**config.mk**
```make
export PLATFORM = sky130hd
export DESIGN_NAME = tlights_monitor
export DESIGN_NICKNAME = d
export VERILOG_FILES = /design/src/rtl/tlights_pkg.sv /design/src/rtl/tlights_monitor.sv
export SDC_FILE = /design/constraint.sdc
export NUM_CORES = 1
export LEC_CHECK = 0
export CORE_ASPECT_RATIO = 1.1
export CORE_MARGIN = 5
export CORE_UTILIZATION = 47
export DETAILED_ROUTE_END_ITERATION = 8
export DONT_BUFFER_PORTS = 1
export REMOVE_ABC_BUFFERS = 1
export SLEW_MARGIN = 25
export SYNTH_ARGS = -nofsm -noshare
export SYNTH_HDL_FRONTEND = slang
export SYNTH_SLANG_ARGS = --single-unit
export TNS_END_PERCENT = 10
```
**constraint.sdc**
```tcl
create_clock -name clk -period 2.8 [get_ports clk]
set_input_delay 0.56 -clock clk [delete_from_list [all_inputs] [get_ports clk]]
set_output_delay 0.56 -clock clk [all_outputs]
set_load 0.01 [all_outputs]
```
**src/rtl/tlights_pkg.sv**
```systemverilog
// Shared definitions for the red/amber/green light bus: phase, fault and
// checker-state encodings plus pattern decode helpers.
package tlights_pkg;

    typedef enum logic [1:0] {
        PH_R  = 2'b00,
        PH_RA = 2'b01,
        PH_G  = 2'b10,
        PH_A  = 2'b11
    } phase_e;

    typedef enum logic [1:0] {
        FLT_NONE    = 2'b00,
        FLT_ILLEGAL = 2'b01,
        FLT_ORDER   = 2'b10,
        FLT_TIMEOUT = 2'b11
    } fault_e;

    typedef enum logic [1:0] {
        ACQUIRE = 2'b00,
        TRACK   = 2'b01,
        FAULT   = 2'b10
    } state_e;

    // Bit order is {R, A, G}.
    localparam logic [2:0] RAG_R  = 3'b100;
    localparam logic [2:0] RAG_RA = 3'b110;
    localparam logic [2:0] RAG_G  = 3'b001;
    localparam logic [2:0] RAG_A  = 3'b010;

    function automatic logic [2:0] pattern_of(input phase_e ph);
        case (ph)
            PH_R:    return RAG_R;
            PH_RA:   return RAG_RA;
            PH_G:    return RAG_G;
            default: return RAG_A;
        endcase
    endfunction

    function automatic phase_e next_phase(input phase_e ph);
        case (ph)
            PH_R:    return PH_RA;
            PH_RA:   return PH_G;
            PH_G:    return PH_A;
            default: return PH_R;
        endcase
    endfunction

    function automatic logic is_legal(input logic [2:0] rag);
        return (rag == RAG_R) || (rag == RAG_RA) || (rag == RAG_G) || (rag == RAG_A);
    endfunction

endpackage

```
**src/rtl/tlights_monitor.sv**
```systemverilog
// Watchdog that locks onto the R -> RA -> G -> A -> R light sequence,
// enforces per-phase dwell limits and latches the first fault seen.
module tlights_monitor
    import tlights_pkg::*;
#(
    parameter int MAX_DWELL = 16,
    parameter int CYC_W     = 8
) (
    input  logic             clk,
    input  logic             rst_n,
    input  logic [2:0]       rag,
    input  logic             clr,
    output logic [1:0]       phase,
    output logic             locked,
    output logic             fault,
    output logic [1:0]       fault_code,
    output logic [CYC_W-1:0] cycles,
    output logic             cycle_done
);

    localparam int DW_W = $clog2(MAX_DWELL + 1);

    state_e           r_state;
    phase_e           r_phase;
    fault_e           r_code;
    logic [DW_W-1:0]  r_dwell;
    logic [CYC_W-1:0] r_cycles;
    logic             r_cycle_done;

    logic [2:0]       w_cur_pat;
    logic [2:0]       w_nxt_pat;
    logic [DW_W:0]    w_dwell_inc;
    logic             w_timeout;

    // One extra bit so MAX_DWELL+1 is representable when MAX_DWELL is 2^n-1.
    assign w_cur_pat   = pattern_of(r_phase);
    assign w_nxt_pat   = pattern_of(next_phase(r_phase));
    assign w_dwell_inc = {1'b0, r_dwell} + (DW_W + 1)'(1);
    assign w_timeout   = w_dwell_inc > (DW_W + 1)'(MAX_DWELL);

    // NOTE: sequential state uses non-blocking (<=) so every register sees
    // pre-edge values; blocking here would create order-dependent races.
    always_ff @(posedge clk or negedge rst_n) begin
        if (!rst_n) begin
            r_state      <= ACQUIRE;
            r_phase      <= PH_R;
            r_code       <= FLT_NONE;
            r_dwell      <= '0;
            r_cycles     <= '0;
            r_cycle_done <= 1'b0;
        end else begin
            r_cycle_done <= 1'b0;
            if (clr) begin
                r_state  <= ACQUIRE;
                r_phase  <= PH_R;
                r_code   <= FLT_NONE;
                r_dwell  <= '0;
                r_cycles <= '0;
            end else begin
                case (r_state)
                    ACQUIRE: begin
                        if (rag == RAG_R) begin
                            r_state <= TRACK;
                            r_phase <= PH_R;
                            r_dwell <= DW_W'(1);
                        end
                    end
                    TRACK: begin
                        if (rag == w_cur_pat) begin
                            if (w_timeout) begin
                                r_state <= FAULT;
                                r_code  <= FLT_TIMEOUT;
                            end else begin
                                r_dwell <= w_dwell_inc[DW_W-1:0];
                            end
                        end else if (rag == w_nxt_pat) begin
                            r_phase <= next_phase(r_phase);
                            r_dwell <= DW_W'(1);
                            if (r_phase == PH_A) begin
                                r_cycle_done <= 1'b1;
                                if (!(&r_cycles)) r_cycles <= r_cycles + CYC_W'(1);
                            end
                        end else if (is_legal(rag)) begin
                            r_state <= FAULT;
                            r_code  <= FLT_ORDER;
                        end else begin
                            r_state <= FAULT;
                            r_code  <= FLT_ILLEGAL;
                        end
                    end
                    default: ; // FAULT is sticky until clr or reset
                endcase
            end
        end
    end

    assign phase      = r_phase;
    assign locked     = (r_state == TRACK);
    assign fault      = (r_state == FAULT);
    assign fault_code = r_code;
    assign cycles     = r_cycles;
    assign cycle_done = r_cycle_done;

endmodule

```
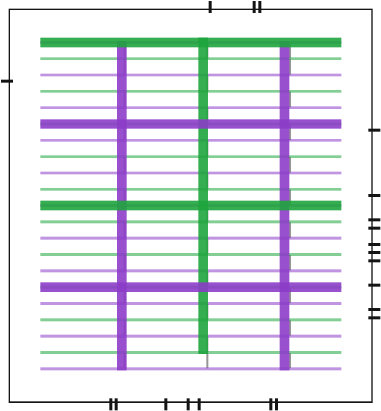
run_1/floorplan.png
Drawn at 6 px/um. Pins as bars on the die edge. Tap cells in grey.
| net | colour |
|---|---|
| VDD | green |
| VSS | purple |
met4 straps: 3
rows: 20
width of the chip: 60.2 um
Die Y: 65.2 um
core area: 0.00273 mm2
Max rail drop VDD: 0.209 mV

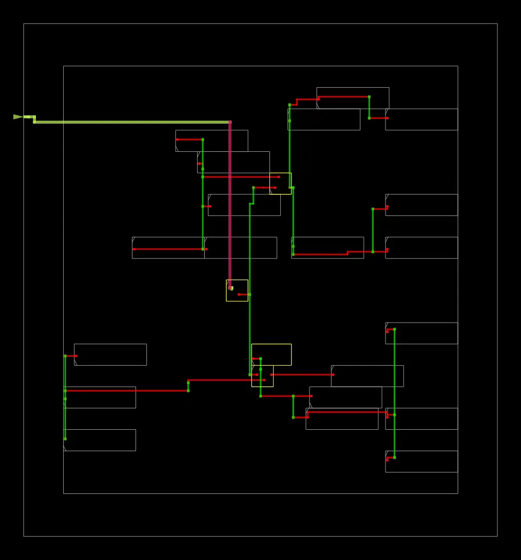
run_1/clock_nets.png
total clock buffers created by CTS: 3
CTS sink cnt: 20
Max Clock Skew: 2.36 ps
clk ins delay skew pair: 300 ps

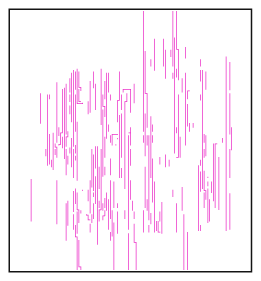
run_1/m2.png
Drawn at 4 px/um.
longest straight run: 43.5 um
wire length on this layer: 1,320 um
main direction: vertical
nets with wire on the layer: 127

## run 1: logic make-up after synthesis
family,after synthesis,synth area share
XOR/XNOR,14,0.0941
AND/OR/NAND/NOR,56,0.226
flip-flops,20,0.384
adder cells (fa/ha/maj),10,0.0960
multiplexers,3,0.0250
AND-OR/OR-AND,23,0.134
buffers and inverters,12,0.0413
## run 1: cell type report
| class | count | area share |
|---|---|---|
| clock buffers | 4 | 0.0265 |
| inverters | 7 | 0.0192 |
| multi-input cells | 106 | 0.547 |
| flip-flops and latches | 20 | 0.365 |
| well taps | 33 | 0.0301 |
| repair buffers | 2 | 0.0128 |
## run 1: metal layers
metal  global-route usage  wire, um  up-vias
met1                0.173      1200      449
li1                     -         -      486
met5                    0         0        -
met3               0.0295       116        2
met2                0.258      1320       16
met4               0.0582        21        0
==> datasheet_impl.txt, run 1 <==
Physical implementation characteristics

Parameter                              Value

Placed design
  Number of I/O port buffers .................. 0
  Inst Count DP .................. 167
  Pre-CTS setup slack .................. 243 ps

Hold path
  Cell depth of the worst hold path .................. 1

Run status
  Run status .................. completed

Synthesis
  Area fraction of the dominant cell type after synthesis .................. 0.384
  Dominant cell type by area after synthesis .................. dfrtp_1
  Total standard cell area after synthesis .................. 0.00130 mm2
  Dominant cell by count in the synthesized netlist .................. dfrtp_1
  Share of flip-flops with an asynchronous set or reset .................. 1.00

Cells and area
  Area overhead of the layout relative to synthesis .................. 5.18%
  Most frequent logic cell in the layout .................. dfrtp_1
  Fillcell total .................. 256
  Count of antenna diodes in the layout .................. 0

GRT
  First-pass GRT wire length .................. 4.38 mm
  Pin count of the biggest net entering global routing .................. 21
  Number of antenna violations at the first check in global routing .................. 0

CTS
  TritonCTS clock tree .................. built
  Largest buffer count on any clock path .................. 2
  Clock root buffer .................. clkbuf_4

Power and ir drop
  Logic pwr share .................. 0.085
  Net load switching power .................. 123 uW
  Combinational group power .................. 43.7 uW
  Total power per unit cell area .................. 375 mW/mm2
  Switching power as a share of total power .................. 0.240
  Clock share of power .................. 0.329

Critical path
  CP top delay family .................. AND-OR/OR-AND gates
  Sort of element at the start of the critical path .................. register
  Critical Path Stages .................. 8
  Cells along the critical path .................. inv_1 -> ha_1 -> xor2_1 -> and3_1 -> and2b_2 -> o31ai_4 -> o21ai_1 -> a221o_1
  Launching element of the worst setup path .................. phase[0]
  Critical path capture point type .................. register
  Critical-path maximum fanout .................. 8
  Arrival time of the worst setup path .................. 2770 ps

Drt
  Routed len/inst .................. 15.4 um
  ANT nets after route .................. 0

Job
  Number of maximum-capacitance violations .................. 0
  Total number of warnings across the stage logs .................. 32

Floorplan
  Number of placed I/O pins .................. 21
  Die Outline Area .................. 0.00393 mm2

STA
  Worst setup slack after layout .................. 215 ps
  Final count of negative-setup-slack endpoints .................. 0
## Run 2: what changed since run 1
--- a/config.mk
+++ b/config.mk
@@ -8,6 +8,7 @@
 export CORE_ASPECT_RATIO = 1.1
 export CORE_MARGIN = 5
 export CORE_UTILIZATION = 47
+export CTS_CLUSTER_SIZE = 30
 export DETAILED_ROUTE_END_ITERATION = 8
 export DONT_BUFFER_PORTS = 1
 export REMOVE_ABC_BUFFERS = 1
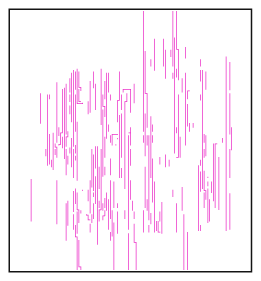
run_2/m2.png
Drawn at 4 px/um.
wire length on this layer: 1,320 um
nets with wire on the layer: 127
longest straight run: 43.5 um
share of all routed wire: 50%
main direction: vertical

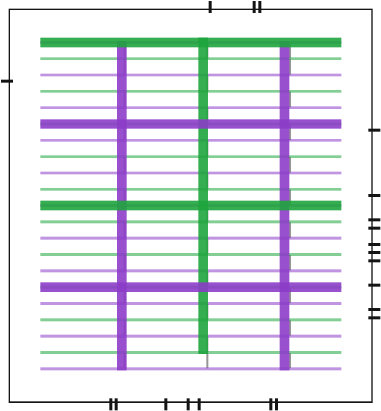
run_2/floorplan.png
Drawn at 6 px/um. Pins as bars on the die edge. Tap cells in grey.
| net | colour |
|---|---|
| VSS | purple |
| VDD | green |
rows: 20
met5 straps: 4
signal pins: 21

==> datasheet_impl.txt, run 2 <==
Physical implementation characteristics

Parameter                              Value

Drt
  ANT nets after route .................. 0

Hold path
  Cell depth of the worst hold path .................. 1

CTS
  Clock root buffer .................. clkbuf_4
  TritonCTS clock tree .................. built
  Total clock buffers created by CTS .................. 3
  Largest buffer count on any clock path .................. 2
  Clk ins delay skew pair .................. 300 ps

Synthesis
  Area fraction of the dominant cell type after synthesis .................. 0.384
  Total standard cell area after synthesis .................. 0.00130 mm2

Cells and area
  Area overhead of the layout relative to synthesis .................. 5.18%
  Logic share of the area .................. 0.547
  Number of clock buffers in the layout .................. 4
  Cell type taking the most area .................. combinational gates
  Fillcell total .................. 256
  Most frequent logic cell in the layout .................. dfrtp_1
  Number of sequential cells .................. 20
  Count of antenna diodes in the layout .................. 0
  Clock buf/inv share .................. 0.0265

Job
  Total number of warnings across the stage logs .................. 32

Floorplan
  Die Y .................. 65.2 um
  Width of the chip .................. 60.2 um
  Number of placed I/O pins .................. 21

GRT
  First-pass GRT wire length .................. 4.38 mm
  Pin count of the biggest net entering global routing .................. 21

Critical path
  Critical Path Stages .................. 8
  Critical path capture point type .................. register
  Cells along the critical path .................. inv_1 -> ha_1 -> xor2_1 -> and3_1 -> and2b_2 -> o31ai_4 -> o21ai_1 -> a221o_1
  Launching element of the worst setup path .................. phase[0]
  Sort of element at the start of the critical path .................. register

Placed design
  Number of I/O port buffers .................. 0
  Pre-CTS setup slack .................. 243 ps

Power and ir drop
  Net load switching power .................. 123 uW
  Total power per unit cell area .................. 375 mW/mm2

Run status
  Run status .................. completed
-- run 2: metal layers --
layer / vias to the layer above / GRT usage / part of all wire
li1: 486 / - / -
met1: 449 / 0.173 / 0.45
met2: 16 / 0.258 / 0.50
met3: 2 / 0.0295 / 0.044
met4: 0 / 0.0582 / 0.0079
met5: - / 0 / 0
-- run 2: cell families (layout without fill, tap and decap cells) --
kind of cell	after synthesis	after routing	synth area share
compound gates	23	23	0.134
xor+xnor	14	14	0.0941
fa+ha+maj	10	10	0.0960
buf+inv	12	13	0.0413
flops	20	20	0.384
mux	3	3	0.0250
simple gates	56	56	0.226
-- run 2: metrics by stage --
stage / utilization / hold slack, ps
after floorplan: - / 264
after global placement: 0.486 / 265
after detailed placement: 0.486 / 265
after CTS: 0.503 / 298
after global routing: 0.503 / 278
final: 0.503 / 304
## Run 3: what changed since run 2
--- a/config.mk
+++ b/config.mk
@@ -11,6 +11,7 @@
 export CTS_CLUSTER_SIZE = 30
 export DETAILED_ROUTE_END_ITERATION = 8
 export DONT_BUFFER_PORTS = 1
+export HOLD_SLACK_MARGIN = 0.06
 export REMOVE_ABC_BUFFERS = 1
 export SLEW_MARGIN = 25
 export SYNTH_ARGS = -nofsm -noshare
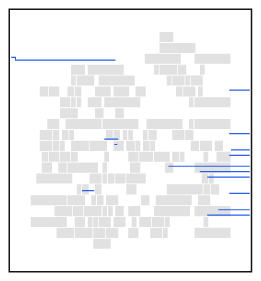
run_3/m3.png
Drawn at 4 px/um. Cells faint in the background.
longest straight run: 24.8 um
nets with wire on the layer: 13
wire length on this layer: 117 um
via count: 953
met3 track demand over resource in global routing: 0.0295
WL final: 2.66 mm

==> datasheet_impl.txt, run 3 <==
Physical implementation characteristics

Parameter                              Value

Placed design
  Inst Count DP .................. 167
  Number of I/O port buffers .................. 0
  Pre-CTS setup slack .................. 243 ps

Drt
  Wire length on met3 .................. 116 um
  Met1 wire length .................. 1.20 mm
  ANT nets after route .................. 0
  Routed len/inst .................. 15.4 um

Synthesis
  Dominant cell type by area after synthesis .................. dfrtp_1
  Adder and majority gate portion of the synthesized area .................. 0.0960
  Largest combinational cell category by area .................. simple AND/OR/NAND/NOR gates
  Share of flip-flops with an asynchronous set or reset .................. 1.00
  Total standard cell area after synthesis .................. 0.00130 mm2
  Compound-gate portion of the synthesized area .................. 0.134
  Dominant cell by count in the synthesized netlist .................. dfrtp_1
  Post-synth mux share .................. 0.0250
  Xor+xnor area frac .................. 0.0940

Cells and area
  Final core area utilization .................. 0.503
  Area overhead of the layout relative to synthesis .................. 5.18%
  Most frequent logic cell in the layout .................. dfrtp_1

GRT
  Busiest layer in global routing .................. met2
  First-pass GRT wire length .................. 4.38 mm
  GRT met1 Usage .................. 0.173
  Number of antenna violations at the first check in global routing .................. 0

Hold path
  Cell depth of the worst hold path .................. 1

CTS
  Clock root buffer .................. clkbuf_4
  TritonCTS clock tree .................. built
  CTS sink cnt .................. 20
  Largest buffer count on any clock path .................. 2

Power and ir drop
  Clock share of power .................. 0.329
  Logic pwr share .................. 0.085
  Combinational group power .................. 43.7 uW
  Max rail drop VDD .................. 0.209 mV

Run status
  Run status .................. completed

Critical path
  Launching element of the worst setup path .................. phase[0]
  Cells along the critical path .................. inv_1 -> ha_1 -> xor2_1 -> and3_1 -> and2b_2 -> o31ai_4 -> o21ai_1 -> a221o_1
  Critical path capture point type .................. register
  CP top delay family .................. AND-OR/OR-AND gates

STA
  Hold_ws .................. 304 ps

Floorplan
  Number of placed I/O pins .................. 21
  Die Y .................. 65.2 um
  Width of the chip .................. 60.2 um
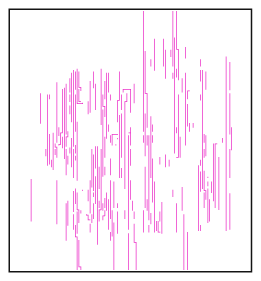
run_3/m2.png
Drawn at 4 px/um.
share of all routed wire: 50%
nets with wire on the layer: 127
main direction: vertical
grt met2 use: 0.258

## run 3: cell counts in the layout (fill, tap and decap cells not counted)
No cell type changed its count.
## run 3: cell families after synthesis
logic type | Yosys count
xor gates and xnor gates | 14
AOI/OAI and AO/OA | 23
and+or+nand+nor | 56
adders and majority gates | 10
DFF | 20
muxes | 3
buffers and inverters | 12
## run 3: layout make-up
class / instances / area [um2]
tap: 33 / 41.3
fill: 256 / 1360
timing repair buffer: 2 / 17.5
multi-input combinational: 106 / 749
inverter: 7 / 26.3
sequential: 20 / 500
clock buffer: 4 / 36.3
## run 3: repair_timing
action / in CTS / in global routing
buffers inserted: 0 / 0
endpoints found under the hold margin: 20 / 0
hold buffers: 1 / 0
Power figures rest on the tool's default switching activity, not on a simulated workload.
